### I/O pins on the die edge

Drawn at 3 px/um. Pins as bars across the die edge, other pins in grey.
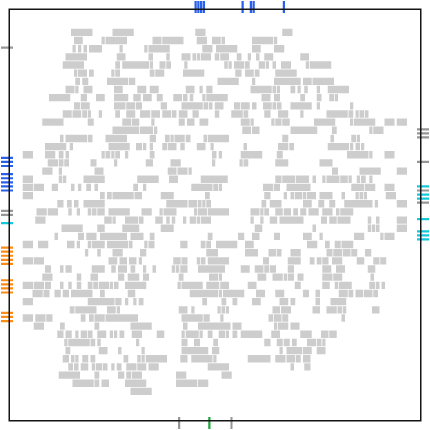
### A small window of the routed layout

Region (56, 28) to (81, 53) um. Cells in grey, sequential cells in the stronger grey; small squares are vias.
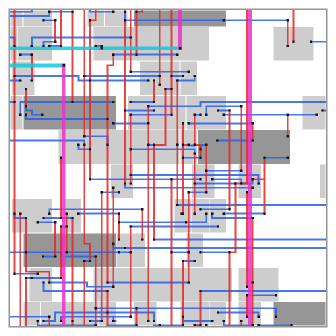
[src/rtl/note_player.sv]
// note_player: plays one latched note as a square wave on sound, then an optional silent gap.
module note_player #(
    parameter int TPM_W  = 16,
    parameter int GAP_MS = 10
) (
    input  logic             clk,
    input  logic             rst_n,
    input  logic [TPM_W-1:0] ticks_per_milli,
    input  logic             note_valid,
    output logic             note_ready,
    input  logic [3:0]       note_pitch,
    input  logic [1:0]       note_octave,
    input  logic [11:0]      note_ms,
    output logic             sound,
    output logic [7:0]       led,
    output logic             done
);

    typedef enum logic [1:0] {IDLE, PLAY, GAP} state_t;

    localparam logic [11:0] GAP_LD = 12'(GAP_MS);
    localparam logic [7:0] HP_TAB [16] = '{
        8'd0,   8'd239, 8'd225, 8'd213, 8'd201, 8'd190, 8'd179, 8'd169,
        8'd159, 8'd150, 8'd142, 8'd134, 8'd127, 8'd0,   8'd0,   8'd0
    };

    state_t           r_state;
    logic [3:0]       r_pitch;
    logic [1:0]       r_oct;
    logic [TPM_W-1:0] r_tpm;
    logic [TPM_W-1:0] r_pre;
    logic [11:0]      r_dur;
    logic [7:0]       r_hp_cnt;
    logic             r_sound;
    logic             r_done;
    logic             r_ready;

    logic             w_accept;
    logic [TPM_W-1:0] w_tpm_in;
    logic             w_ms_tick;
    logic             w_last_ms;
    logic             w_tone;
    logic [7:0]       w_hp;
    logic             w_hp_end;

    assign w_accept  = note_valid && r_ready;
    assign w_tpm_in  = (ticks_per_milli == '0) ? TPM_W'(1) : ticks_per_milli;
    assign w_ms_tick = (r_pre == r_tpm - TPM_W'(1));
    assign w_last_ms = w_ms_tick && (r_dur == 12'd1);
    assign w_tone    = (r_pitch != 4'd0) && (r_pitch <= 4'd12);
    assign w_hp      = HP_TAB[r_pitch] >> r_oct;
    assign w_hp_end  = (r_hp_cnt == w_hp - 8'd1);

    assign note_ready = r_ready;
    assign sound      = r_sound;
    assign done       = r_done;
    assign led        = (r_state == IDLE) ? 8'h00 : {1'b1, r_sound, r_oct, r_pitch};

    // Note sequencer: accept/latch, ms prescaler, duration countdown and tone generation.
    always_ff @(posedge clk) begin
        if (!rst_n) begin
            r_state  <= IDLE;
            r_pitch  <= '0;
            r_oct    <= '0;
            r_tpm    <= '0;
            r_pre    <= '0;
            r_dur    <= '0;
            r_hp_cnt <= '0;
            r_sound  <= 1'b0;
            r_done   <= 1'b0;
            r_ready  <= 1'b1;
        end else begin
            r_done <= 1'b0;
            r_pre  <= w_ms_tick ? '0 : r_pre + TPM_W'(1);
            case (r_state)
                IDLE: begin
                    if (w_accept) begin
                        r_pitch  <= note_pitch;
                        r_oct    <= note_octave;
                        r_tpm    <= w_tpm_in;
                        r_pre    <= '0;
                        r_hp_cnt <= '0;
                        r_sound  <= 1'b0;
                        if (note_ms != 12'd0) begin
                            r_state <= PLAY;
                            r_dur   <= note_ms;
                            r_ready <= 1'b0;
                        end else if (GAP_LD != 12'd0) begin
                            r_state <= GAP;
                            r_dur   <= GAP_LD;
                            r_ready <= 1'b0;
                        end else begin
                            r_done <= 1'b1;
                        end
                    end
                end
                PLAY: begin
                    if (w_ms_tick) r_dur <= r_dur - 12'd1;
                    if (w_tone) begin
                        r_hp_cnt <= w_hp_end ? 8'd0 : r_hp_cnt + 8'd1;
                        if (w_hp_end) r_sound <= ~r_sound;
                    end
                    if (w_last_ms) begin
                        r_sound <= 1'b0;
                        r_pre   <= '0;
                        if (GAP_LD != 12'd0) begin
                            r_state <= GAP;
                            r_dur   <= GAP_LD;
                        end else begin
                            r_state <= IDLE;
                            r_done  <= 1'b1;
                            r_ready <= 1'b1;
                        end
                    end
                end
                GAP: begin
                    if (w_ms_tick) r_dur <= r_dur - 12'd1;
                    if (w_last_ms) begin
                        r_state <= IDLE;
                        r_pre   <= '0;
                        r_done  <= 1'b1;
                        r_ready <= 1'b1;
                    end
                end
                default: begin
                    r_state <= IDLE;
                    r_sound <= 1'b0;
                    r_ready <= 1'b1;
                end
            endcase
        end
    end

endmodule
[config.mk]
export PLATFORM = sky130hd
export DESIGN_NAME = note_player
export DESIGN_NICKNAME = d
export VERILOG_FILES = /design/src/rtl/note_player.sv
export SDC_FILE = /design/constraint.sdc
export NUM_CORES = 1
export LEC_CHECK = 0
export CORE_MARGIN = 4
export CORE_UTILIZATION = 30
export DETAILED_ROUTE_END_ITERATION = 7
export MAX_ROUTING_LAYER = met4
export PLACE_DENSITY_LB_ADDON = 0.08
export SKIP_LAST_GASP = 1
export SYNTH_ARGS = -nofsm -noshare
export SYNTH_HDL_FRONTEND = slang
export SYNTH_SLANG_ARGS = --single-unit
[constraint.sdc]
create_clock -name clk -period 8 [get_ports clk]
set_clock_uncertainty 0.15 [all_clocks]
set_input_delay 2 -clock clk [delete_from_list [all_inputs] [get_ports clk]]
set_output_delay 2 -clock clk [all_outputs]
set_load 0.01 [all_outputs]
==> run_results.csv <==
group,metric,value,unit
outcome,status,"completed",
synthesis,postSynthSeqShare,25.40,%
placement,post-place-cells,879,
hold_path,hold_depth,2,
final_layout,finalInstanceArea,5869,sq um
pwr,seq-power,490,uW
global_route,grt_usage,16.38,%
route,wirelength,14220,um
synthesis,syn_area_per_cell,7.652,sq um
placement,gp_congestion,0.8053,
synthesis,ys.flop_type,"dfxtp_1",
final_layout,fillCellCount,1697,
pwr,p_sw_share,44.01,%
global_route,grt_util_met1,22.58,%
route,wl_met3,505,um
flow_run,drv_cap,0,
route,dr.pass1.iters,5,
floorplanning,rows,46,
synthesis,yosys_cells,649,
clock_network,htree_levels,3,
critical_path,rr_worst_depth,14,
route,met1_length,7283,um
floorplanning,die-area,18680,sq um
critical_path,worstPathMaxFanout,26,
global_route,grt_max_degree,29,
synthesis,topCellsByArea,"dfxtp_1 (25%), nand2_1 (5.6%), nor2_1 (5.3%), a21oi_1 (4.9%), ha_1 (4.8%)",
synthesis,synth_area_leader_cell,"dfxtp_1",
synthesis,most_common_cell,"nand2_1",
route,wl_per_cell,15.89,um
synthesis,synth_area,4966,sq um
timing,worst_slew_pin_slew,1039,ps
timing,finalClockPeriodUsage,56.98,%
clock_network,cts.clk_slew.worst_paths,60,ps
synthesis,aoi_share,23.81,%
clock_network,ctsResizeCount,0,
pwr,p_int,1.104,mW
route,viasPerCell,5.333,
global_route,gr-total-overflow,0,
timing,hold_slack,329.8,ps
timing,rsz0062_at_grt,"false",
timing,setup_ws,3441,ps
critical_path,critPathRequiredTime,5850,ps
route,num_vias,4773,
synthesis,syn_nets,705,
pwr,finalPower,1.971,mW
timing,drv_slew,0,
pwr,leakage,2.117,nW
placement,hpwl,10600,um
floorplanning,fp_util,30.93,%
critical_path,r2r-start,"r_pitch[0]",
hold_path,worstHoldStart,"r_tpm[15]",
floorplanning,num_io_pins,48,
final_layout,layout_top_cells,"nand2_1 (74), nor2_1 (70), dfxtp_1 (63)",
pwr,combPwrFrac,53.6,%
synthesis,xor_area_share,7.407,%
timing,max_slew_margin,30.62,%
timing,clock.fmax,219.4,MHz
synthesis,synth-seq-cells,63,
clock_network,post_cts_buffers,0,
critical_path,rrSetupSlack,3780,ps
final_layout,antennaDiodeCount,0,
global_route,grtUsageMet3,2.868,%
global_route,antenna_found_initial,0,
critical_path,r2r-end,"r_hp_cnt[5]",
final_layout,mostFrequentLayoutCell,"nand2_1",
timing,finalSetupViolations,0,
synthesis,ys_sh_simple,29.00,%
synthesis,ys_async_sr_fraction,0,%
critical_path,crit_end,"led[2]",
route,ant_nets,0,
synthesis,synth_top_area_share,25.40,%
hold_path,min_to,"r_tpm[15]",
clock_network,cts_tree,"built",
clock_network,clockBufferDepth,2,
pwr,power_frac_seq,24.8,%
pwr,power_combinational,1.06,mW
final_layout,fin_cells,895,
floorplanning,core_area,16060,sq um
clock_network,clock_latency,340,ps
final_layout,drive_above_1_share,5.891,%
route,drc,0,
pwr,pwr-share-clk,21.6,%
synthesis,fa_ha_area_share,4.787,%
clock_network,cts_root_buffer,"clkbuf_16",
flow_run,warning_count,38,
synthesis,synth_cells,649,
final_layout,final_net_count,731,
critical_path,startpoint,"r_pitch[2]",
synthesis,topCombFamilyByArea,"simple AND/OR/NAND/NOR gates",
synthesis,synth_chip_area,4966,sq um
global_route,busiest_layer,"met2",
timing,period_minus_slack,4559,ps
-- 'I/O pins on the die edge' (at the start) --
legend:
  orange:
    port: note_ms
    pins: 12
    direction: input
    edge: left
  blue:
    port: ticks_per_milli
    pins: 16
    direction: input
    edge: 8 left, 8 top
  cyan:
    port: led
    pins: 8
    direction: output
    edge: 7 right, 1 left
  green:
    port: done
    pins: 1
    direction: output
    edge: bottom
overall die height: 136.7 um
Port Buffer Count: 47
die width: 136.7 um

-- 'A small window of the routed layout' (at the start) --
legend:
  red:
    layer: met2
  cyan:
    layer: met3
  blue:
    layer: met1
  magenta:
    layer: met4
most frequent: nor2_1 (6), nand3_1 (4), dfxtp_1 (4)
sequential cells in the window: 4
cells with their middle in the window: 36
netlist names of flops here include: r_hp_cnt (4)

[critical path, cell delays in order, from the launching register on]
cell and delay [ps]:
dfxtp_1 950, inv_1 380, nor2_1 180, clkdlybuf4s50_1 540
[layout make-up]
cell class / instances / area [sq um] / area share [%]
well taps: 216 / 270.3 / 4.605
multi-input cells: 525 / 3436 / 58.54
flip-flops and latches: 63 / 1261 / 21.49
clock inverters: 3 / 67.56 / 1.151
clock buffers: 12 / 246.5 / 4.200
repair buffers: 50 / 490.5 / 8.356
inverters: 26 / 97.59 / 1.663
[sequential cells by signal, indices dropped and copies added (netlist names), 2 cells and up]
name / count
r_dur: 12
r_hp_cnt: 8
r_oct: 2
r_pitch: 4
r_pre: 16
r_state: 2
r_tpm: 16
No activity file was given, so power comes from the tool's default toggle rates.
